### Placed standard cells, run 1

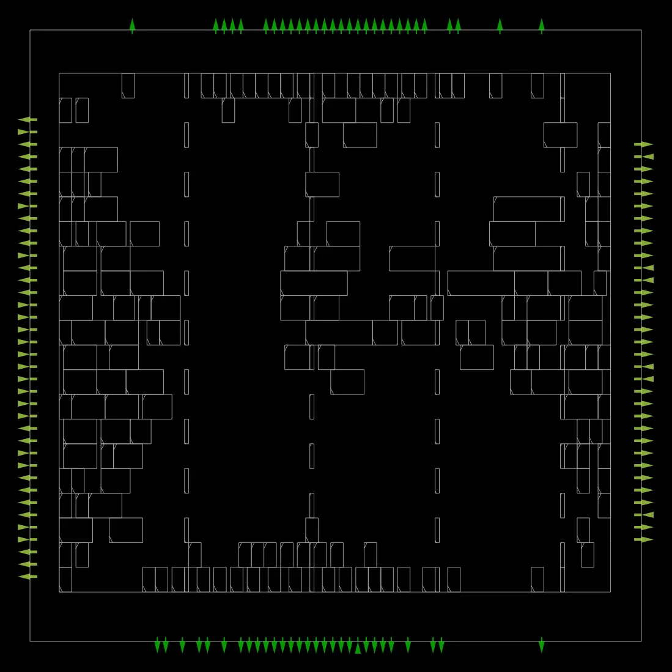
### Metal 1, run 1

Scale: 8 px per um. Supply wires on this layer in grey.
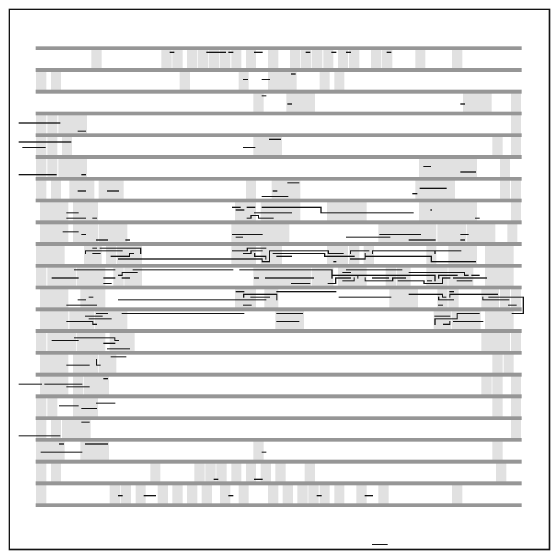
### Port wiring, run 1

Scale: 4 px per um.
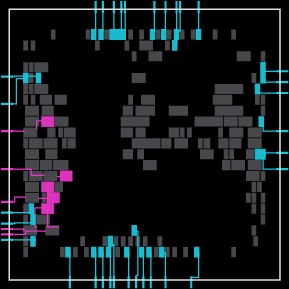
## config.mk

```make
export PLATFORM = sky130hd
export DESIGN_NAME = pipeline_hazard_ctrl
export DESIGN_NICKNAME = d
export VERILOG_FILES = /design/src/rtl/pipeline_hazard_ctrl_pkg.sv /design/src/rtl/pipeline_hazard_ctrl_hazard_detect.sv /design/src/rtl/pipeline_hazard_ctrl.sv
export SDC_FILE = /design/constraint.sdc
export NUM_CORES = 1
export LEC_CHECK = 0
export CORE_MARGIN = 3
export CORE_UTILIZATION = 29
export DETAILED_ROUTE_END_ITERATION = 8
export PLACE_DENSITY = 0.91
export SLEW_MARGIN = 20
export SYNTH_ARGS = -nofsm -noshare
export SYNTH_HDL_FRONTEND = slang
export SYNTH_SLANG_ARGS = --single-unit
```

## constraint.sdc

```tcl
create_clock -name clk -period 4 [get_ports clk]
set_input_delay 0.6 -clock clk [delete_from_list [all_inputs] [get_ports clk]]
set_output_delay 0.6 -clock clk [all_outputs]
set_load 0.02 [all_outputs]
```

## src/rtl/pipeline_hazard_ctrl_pkg.sv

```systemverilog
// Shared types for the rv32i hazard controller: register index and FSM state.
// Imported by the top and the hazard_detect sub-module.
package pipeline_hazard_ctrl_pkg;

   typedef logic [4:0] rv32i_reg;

   localparam rv32i_reg REG_X0 = 5'd0;

   typedef enum logic [1:0] {
      RUN       = 2'd0,
      LU_BUBBLE = 2'd1,
      REDIRECT  = 2'd2
   } hazard_state_t;

endpackage

```

## src/rtl/pipeline_hazard_ctrl_hazard_detect.sv

```systemverilog
// Load-use hazard detection from the ID source fields and the EX destination.
// Purely combinational; x0 never creates a dependency.
module pipeline_hazard_ctrl_hazard_detect
   import pipeline_hazard_ctrl_pkg::*;
(
   input  rv32i_reg id_rs1,
   input  rv32i_reg id_rs2,
   input  logic     id_use_rs1,
   input  logic     id_use_rs2,
   input  rv32i_reg ex_rd,
   input  logic     ex_mem_read,
   output logic     lu_hazard
);

   logic rs1_hit;
   logic rs2_hit;

   assign rs1_hit = id_use_rs1 & (id_rs1 == ex_rd);
   assign rs2_hit = id_use_rs2 & (id_rs2 == ex_rd);

   assign lu_hazard = ex_mem_read & (ex_rd != REG_X0)
                    & (rs1_hit | rs2_hit);

endmodule

```

## src/rtl/pipeline_hazard_ctrl.sv

```systemverilog
// Stall/flush controller for the 5-stage rv32i pipeline.
// Define HAZARD_PERF_EN to build the stall/bubble/redirect perf counters.
module pipeline_hazard_ctrl
   import pipeline_hazard_ctrl_pkg::*;
#(
   parameter int CNT_W = 32
) (
   input  logic             clk,
   input  logic             rst,
   input  logic [4:0]       id_rs1,
   input  logic [4:0]       id_rs2,
   input  logic             id_use_rs1,
   input  logic             id_use_rs2,
   input  logic [4:0]       ex_rd,
   input  logic             ex_mem_read,
   input  logic             ex_redirect,
   input  logic             icache_resp,
   input  logic             mem_dreq,
   input  logic             dcache_resp,
   output logic             pc_load,
   output logic             if_id_load,
   output logic             id_ex_load,
   output logic             ex_mem_load,
   output logic             mem_wb_load,
   output logic             if_id_flush,
   output logic             id_ex_flush,
   output logic             ex_mem_flush,
   output logic             mem_wb_flush,
   output logic [CNT_W-1:0] stall_cycles,
   output logic [CNT_W-1:0] bubble_cnt,
   output logic [CNT_W-1:0] redirect_cnt
);

   hazard_state_t state_q;
   hazard_state_t state_d;

   logic lu_hazard;
   logic freeze;
   logic pc_ld;
   logic if_id_ld;
   logic id_ex_ld;
   logic ex_mem_ld;
   logic mem_wb_ld;
   logic if_id_fl_d;
   logic id_ex_fl_d;

   pipeline_hazard_ctrl_hazard_detect u_hazard_detect (
      .id_rs1      (id_rs1),
      .id_rs2      (id_rs2),
      .id_use_rs1  (id_use_rs1),
      .id_use_rs2  (id_use_rs2),
      .ex_rd       (ex_rd),
      .ex_mem_read (ex_mem_read),
      .lu_hazard   (lu_hazard)
   );

   assign freeze = ~icache_resp | (mem_dreq & ~dcache_resp);

   always_comb begin
      state_d    = state_q;
      pc_ld      = 1'b0;
      if_id_ld   = 1'b0;
      id_ex_ld   = 1'b0;
      ex_mem_ld  = 1'b0;
      mem_wb_ld  = 1'b0;
      if_id_fl_d = 1'b0;
      id_ex_fl_d = 1'b0;
      if (!freeze) begin
         unique case (state_q)
            RUN: begin
               ex_mem_ld = 1'b1;
               mem_wb_ld = 1'b1;
               if (ex_redirect) begin
                  pc_ld      = 1'b1;
                  if_id_fl_d = 1'b1;
                  id_ex_fl_d = 1'b1;
                  state_d    = REDIRECT;
               end else if (lu_hazard) begin
                  id_ex_fl_d = 1'b1;
                  state_d    = LU_BUBBLE;
               end else begin
                  pc_ld    = 1'b1;
                  if_id_ld = 1'b1;
                  id_ex_ld = 1'b1;
               end
            end
            LU_BUBBLE, REDIRECT: begin
               ex_mem_ld = 1'b1;
               mem_wb_ld = 1'b1;
               state_d   = RUN;
            end
            default: state_d = RUN;
         endcase
      end
   end

   // A stage being cleared this cycle must not also capture new data.
   assign pc_load     = pc_ld & ~rst;
   assign if_id_load  = if_id_ld & ~rst & ~if_id_flush;
   assign id_ex_load  = id_ex_ld & ~rst & ~id_ex_flush;
   assign ex_mem_load = ex_mem_ld & ~rst & ~ex_mem_flush;
   assign mem_wb_load = mem_wb_ld & ~rst & ~mem_wb_flush;

   always_ff @(posedge clk) begin
      if (rst) begin
         state_q      <= RUN;
         if_id_flush  <= 1'b1;
         id_ex_flush  <= 1'b1;
         ex_mem_flush <= 1'b1;
         mem_wb_flush <= 1'b1;
      end else begin
         state_q      <= state_d;
         if_id_flush  <= if_id_fl_d;
         id_ex_flush  <= id_ex_fl_d;
         ex_mem_flush <= 1'b0;
         mem_wb_flush <= 1'b0;
      end
   end

`ifdef HAZARD_PERF_EN
   logic [CNT_W-1:0] stall_q;
   logic [CNT_W-1:0] bubble_q;
   logic [CNT_W-1:0] redir_q;

   always_ff @(posedge clk) begin
      if (rst) begin
         stall_q  <= '0;
         bubble_q <= '0;
         redir_q  <= '0;
      end else begin
         if (freeze)
            stall_q <= stall_q + CNT_W'(1);
         if (state_q == RUN && state_d == LU_BUBBLE)
            bubble_q <= bubble_q + CNT_W'(1);
         if (state_q == RUN && state_d == REDIRECT)
            redir_q <= redir_q + CNT_W'(1);
      end
   end

   assign stall_cycles = stall_q;
   assign bubble_cnt   = bubble_q;
   assign redirect_cnt = redir_q;
`else
   assign stall_cycles = '0;
   assign bubble_cnt   = '0;
   assign redirect_cnt = '0;
`endif

endmodule

```

==> impl_metrics.json, run 1 <==
{
  "grt_pass1_vias": 535,
  "cpPeakStageDelay_ns": 0.66,
  "drive_above_1_share": 0.0289,
  "hp-class": "flop to flop",
  "final_cell_mix": "conb_1, clkdlybuf4s50_1, xnor2_1, dfxtp_1, nand2_1",
  "avgSynthCellArea_um2": 7.79,
  "synth.distinct_cells": 23,
  "port_buffers": 32,
  "mux_share": 0,
  "ant_nets": 0,
  "hold_ws_ns": 0.507,
  "firstDrtPassIters": 4,
  "synth.logic.top_family": "buffers and inverters",
  "synthToLayoutAreaGrowth_pct": 4.01,
  "tns_ns": 0,
  "yosys.area_share.xor_xnor": 0.0803,
  "end_kind": "output pin",
  "h-tree-depth": 1,
  "worstPathMaxFanout": 3,
  "yosys.area.top_type": "buf_4",
  "edf_count": 0,
  "fp.coreArea_mm2": 0.00347,
  "clock.fmax_mhz": 299,
  "die_w_um": 67.3,
  "cts_root_buffer": "clkbuf_8",
  "async_flop_share": 0,
  "start_kind": "primary input",
  "dieHeight_um": 67.3,
  "ys_sh_simple": 0.0619,
  "placedCellCount": 215,
  "cts_tree": "built",
  "dp_slack_ns": 0.638,
  "finalClockPeriodUsage": 0.837,
  "post_cts_resized": 0,
  "period_minus_slack_ns": 3.35,
  "crit_buf_inv": 2,
  "placed_area_mm2": 0.00109,
  "drc_errors": 0,
  "wl_met2_um": 976,
  "compound_area_frac": 0.0849,
  "finalSetupViolCount": 0,
  "vias": 690,
  "final_common_cell": "conb_1",
  "critPathSlowestCell": "clkdlybuf4s50_1",
  "syn_area_mm2": 0.00109,
  "slew_headroom": 0.646,
  "grt_max_degree": 7,
  "grt_overflow": 0,
  "yosysCellCount": 140,
  "slew_violations": 0,
  "ff_type": "dfxtp_1",
  "vias_per_cell": 3.15,
  "nets": 198,
  "synth_seq_share": 0.0917,
  "finClkSkew_ns": 0.00132,
  "synth_top_cell_by_count": "buf_4",
  "cp.arrival_ns": 2.75,
  "maxCapViolations": 0,
  "design_area_mm2": 0.00113,
  "setup_slack_ns": 0.651,
  "worst_ir_drop_vdd_uv": 106,
  "yosys_area_mm2": 0.00109,
  "antenna_found_initial": 0,
  "hold_buffers": 0,
  "dp_hpwl_mm": 1.76,
  "crit_path_frequent_cell": "clkdlybuf4s50_1",
  "cts_setup_buffers": 0,
  "drt-met1-wl_um": 486,
  "met3_length_um": 355,
  "status": "completed",
  "wl_mm": 1.82,
  "synthAdderAreaFrac": 0,
  "path_cells": "clkdlybuf4s50_1 > or4_4 > o21a_1 > a211oi_1 > clkdlybuf4s50_1",
  "synth_cells": 140,
  "worstSkewPairLatency_ns": 0.22,
  "clk_pin_slew_worst_paths_ns": 0.03,
  "core_util_floorplan": 0.315,
  "routed.top_layer": "met4",
  "power.leakage_nw": 0.571,
  "dieArea_mm2": 0.00453,
  "clock_path_buffers": 2,
  "worstSetupPathType": "primary input to output pin",
  "power_density_mw_per_mm2": 254,
  "cts_sinks": 5,
  "n_fill_cell": 379,
  "warnings": 26,
  "diodes": 0,
  "worstPathRequired_ns": 3.40,
  "topCellsByArea": "buf_4, dfxtp_1, xnor2_1, a211oi_1, nand2_1",
  "post_drt_wl_per_cell_um": 8.33,
  "ios": 129,
  "grtUsageTotal": 0.0665,
  "grt_pass1_wl_mm": 2.26,
  "grt_setup_unrepaired": "false",
  "hold_viol": 0,
  "worst_pin_slew_ns": 0.517,
  "power_w": 0.000289,
  "top_cell_area_share": 0.674,
  "drtIter0Drc": 12,
  "yosys_warnings": 0,
  "top_cells_by_count": "buf_4, xnor2_1, dfxtp_1",
  "ys_ff": 5,
  "crit_family": "buffers and inverters",
  "cts_made_buffers": 3,
  "routabilityCongestion": 0.678
}
About 'Placed standard cells':
post-route insts no fill: 219
Final Util: 0.327
num rows: 21
Seq/total area: 0.0882

About 'Metal 1':
wire length on this layer: 487 um
longest straight run: 18.4 um
main direction: horizontal
nets with wire on the layer: 100

About 'Port wiring':
legend:
  cyan:
    port: `stall_cycles`
    bits: 32
    direction: output
    edge: 11 south, 10 north, 6 east, 5 west
    end_cells: 32
    buffers: 0
    wire: 198 um
  magenta:
    port: `id_rs2`
    bits: 5
    direction: input
    edge: west
    end_cells: 5
    buffers: 5
    wire: 58.7 um

## run 1: path summary, 6_finish.rpt
path	from	end	slack [ns]	cells past startpoint
setup reg to reg	state_q[0]$_SDFFE_PP0P_	id_ex_flush$_SDFF_PP1_	2.87	4
hold / removal	state_q[0]$_SDFFE_PP0P_	state_q[0]$_SDFFE_PP0P_	0.51	2
setup / recovery	ex_rd[2]	if_id_load	0.65	5
hold reg to reg	state_q[0]$_SDFFE_PP0P_	state_q[0]$_SDFFE_PP0P_	0.51	2
## run 1: final cells by class
class	instances	area, um2	area share
clock buffer	4	45.0	0.0397
inverter	1	3.75	0.00331
multi-input combinational	131	608	0.536
sequential	5	100	0.0882
tap	46	57.6	0.0507
timing repair buffer	32	320	0.282
## run 1: where the power goes
| part | switching, W | internal, W |
|---|---|---|
| combinational | 0.000105 | 0.0000385 |
| sequential | 0.00000179 | 0.0000529 |
| clock | 0.0000222 | 0.0000682 |
## run 1: worst min-delay path: cells and delay by family, from the launching register on
| kind | cells | cell delay [ns] |
|---|---|---|
| flops | 1 | 0.32 |
| simple gates | 1 | 0.08 |
| compound gates | 1 | 0.06 |
## run 1: metal layers
| layer | vias up | global-route usage |
|---|---|---|
| met2 | 73 | 0.134 |
| met3 | 2 | 0.0366 |
| li1 | 322 | - |
| met1 | 293 | 0.0583 |
| met5 | - | 0 |
| met4 | 0 | 0.00759 |
## run 1: logic make-up (layout without fill, tap and decap cells)
logic type / after synthesis / in the layout
other: 1 / 96
buffers and inverters: 99 / 37
AND/OR/NAND/NOR: 13 / 13
flip-flops: 5 / 5
XOR/XNOR: 10 / 10
AND-OR/OR-AND: 12 / 12
## run 1: sequential cells by signal, indices dropped and copies added (netlist names)
signal        cells
state_q           2
if_id_flush       1
mem_wb_flush      1
id_ex_flush       1
### Placement by cell class, run 1

Scale: 6 px per um.
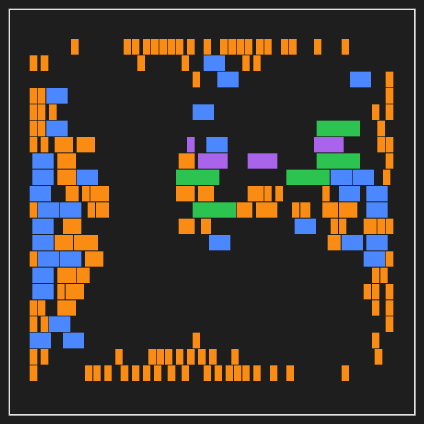

--- run 2 (diff from run 1) ---
- CORE_UTILIZATION: 29 -> 27
- PLACE_DENSITY: 0.91 -> 0.85
- clock period: 4 -> 3.5 ns (I/O delays scaled with it)
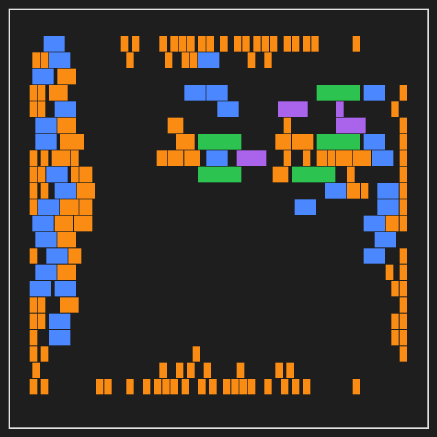
*Placement by cell class, run 2*
Scale: 6 px per um.
legend:
  blue:
    class: other buffers and delay cells
    cells: 32
    share_of_their_area: 30%
  purple:
    class: clock drivers and dummy loads
    cells: 4
    share_of_their_area: 4.2%
  orange:
    class: all other logic
    cells: 132
    share_of_their_area: 57%
  green:
    class: flops
    cells: 5
    share_of_their_area: 9.3%

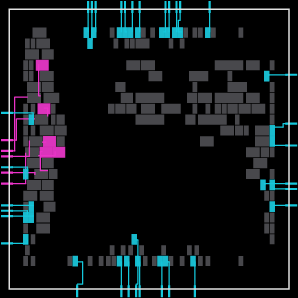
*Port wiring, run 2*
Scale: 4 px per um.
legend:
  magenta:
    port: `id_rs2`
    bits: 5
    direction: input
    edge: west
    end_cells: 5
    buffers: 5
    wire: 78.4 um
  cyan:
    port: `stall_cycles`
    bits: 32
    direction: output
    edge: 12 north, 8 south, 6 west, 6 east
    end_cells: 32
    buffers: 0
    wire: 184 um

==> impl_metrics.json, run 2 <==
{
  "top_cells_by_count": "buf_4, xnor2_1, dfxtp_1",
  "ys_ff": 5,
  "fp.coreArea_mm2": 0.00377,
  "grt_pass1_vias": 518,
  "clock_path_buffers": 2,
  "cts_root_buffer": "clkbuf_8",
  "rows": 22,
  "path_cells": "clkdlybuf4s50_1 > or4_4 > o21ai_0 > o311a_1 > clkdlybuf4s50_1",
  "period_minus_slack_ns": 3.23,
  "ff_type": "dfxtp_1",
  "wl_mm": 1.86,
  "cp.arrival_ns": 2.71,
  "fin_cells": 221,
  "hp-class": "flop to flop",
  "nets": 198,
  "post_cts_resized": 0,
  "core_util_floorplan": 0.289,
  "diodes": 0,
  "yosys_warnings": 0,
  "dp_slack_ns": 0.267,
  "hold_buffers": 0,
  "clk_pin_slew_worst_paths_ns": 0.04,
  "avgSynthCellArea_um2": 7.79,
  "tns_ns": 0,
  "power_w": 0.000332,
  "placed_area_mm2": 0.00109,
  "placedCellCount": 217,
  "worst_ir_drop_vdd_uv": 91.4,
  "h-tree-depth": 1,
  "end_kind": "output pin",
  "die_w_um": 69.6,
  "power.leakage_nw": 0.571,
  "worstPathMaxFanout": 3,
  "cts_made_buffers": 3,
  "finClkSkew_ns": 0.00249,
  "crit_family": "buffers and inverters",
  "worst_pin_slew_ns": 0.555,
  "clock.fmax_mhz": 309,
  "hold_viol": 0,
  "start_kind": "primary input",
  "vias": 696,
  "grt_pass1_wl_mm": 2.32,
  "critPathSlowestCell": "clkdlybuf4s50_1",
  "worstPathRequired_ns": 2.97,
  "firstDrtPassIters": 4,
  "slew_headroom": 0.620,
  "final_cell_mix": "conb_1, clkdlybuf4s50_1, xnor2_1, dfxtp_1, nand2_1",
  "edf_count": 0,
  "ant_nets": 0,
  "final_common_cell": "conb_1",
  "synth.distinct_cells": 23,
  "rrSetupSlack_ns": 2.37,
  "drtIter0Drc": 28,
  "synth_seq_share": 0.0917,
  "cts_sinks": 5,
  "vias_per_cell": 3.15,
  "synthToLayoutAreaGrowth_pct": 4.24,
  "synth_cells": 140,
  "top_cell_area_share": 0.674,
  "synth_top_cell_by_count": "buf_4",
  "yosys_area_mm2": 0.00109,
  "cpPeakStageDelay_ns": 0.61,
  "power_density_mw_per_mm2": 292,
  "hold_ws_ns": 0.492,
  "dieHeight_um": 69.6,
  "ios": 129,
  "status": "completed",
  "worstSkewPairLatency_ns": 0.22,
  "finalSetupViolCount": 0,
  "grt_setup_unrepaired": "false",
  "slew_violations": 0,
  "grtUsageTotal": 0.0611,
  "warnings": 26,
  "maxCapViolations": 0,
  "finalClockPeriodUsage": 0.924,
  "crit_buf_inv": 2,
  "yosys.area.top_type": "buf_4",
  "setup_slack_ns": 0.266,
  "worstSetupPathType": "primary input to output pin",
  "fin_util": 0.302
}
## run 2: worst min-delay path, delay by kind of cell, from the launching register on
kind / cells / cell delay, ns
flops: 1 / 0.31
simple gates: 1 / 0.07
compound gates: 1 / 0.06
## run 2: path summary, 6_finish.rpt
path	start	end	depth (start not counted)
min	state_q[0]$_SDFFE_PP0P_	state_q[0]$_SDFFE_PP0P_	2
min reg2reg	state_q[0]$_SDFFE_PP0P_	state_q[0]$_SDFFE_PP0P_	2
max reg2reg	state_q[0]$_SDFFE_PP0P_	id_ex_flush$_SDFF_PP1_	4
max	ex_rd[0]	pc_load	5
## run 2: cell families (layout without fill, tap and decap cells)
logic type / count (synthesis) / in the layout / share of synthesized area
buffers and inverters: 99 / 37 / 0.678
DFF: 5 / 5 / 0.0917
AOI/OAI and AO/OA: 12 / 12 / 0.0849
xor gates and xnor gates: 10 / 10 / 0.0803
other: 1 / 96 / 0.00344
and+or+nand+nor: 13 / 13 / 0.0619
## run 2: power by group
part	total (W)	internal [W]	switching, W
Clock	0.000105	0.0000781	0.0000273
Combinational	0.000164	0.0000440	0.000120
Sequential	0.0000623	0.0000604	0.00000184
Total	0.000332	0.000182	0.000150
## run 2: routing by layer
layer / vias up / global-route usage / share of wire
met5: - / 0 / 0
met4: 0 / 0.0130 / 0
met1: 301 / 0.0503 / 0.27
met3: 0 / 0.0261 / 0.18
li1: 321 / - / -
met2: 74 / 0.129 / 0.55
## run 2: cell type report
type	instances	area, um2
multi-input cells	131	608
flip-flops and latches	5	100
well taps	48	60.1
fillers	417	2630
repair buffers	32	320
clock buffers	4	45.0
inverters	1	3.75
No activity file was given, so power comes from the tool's default toggle rates.
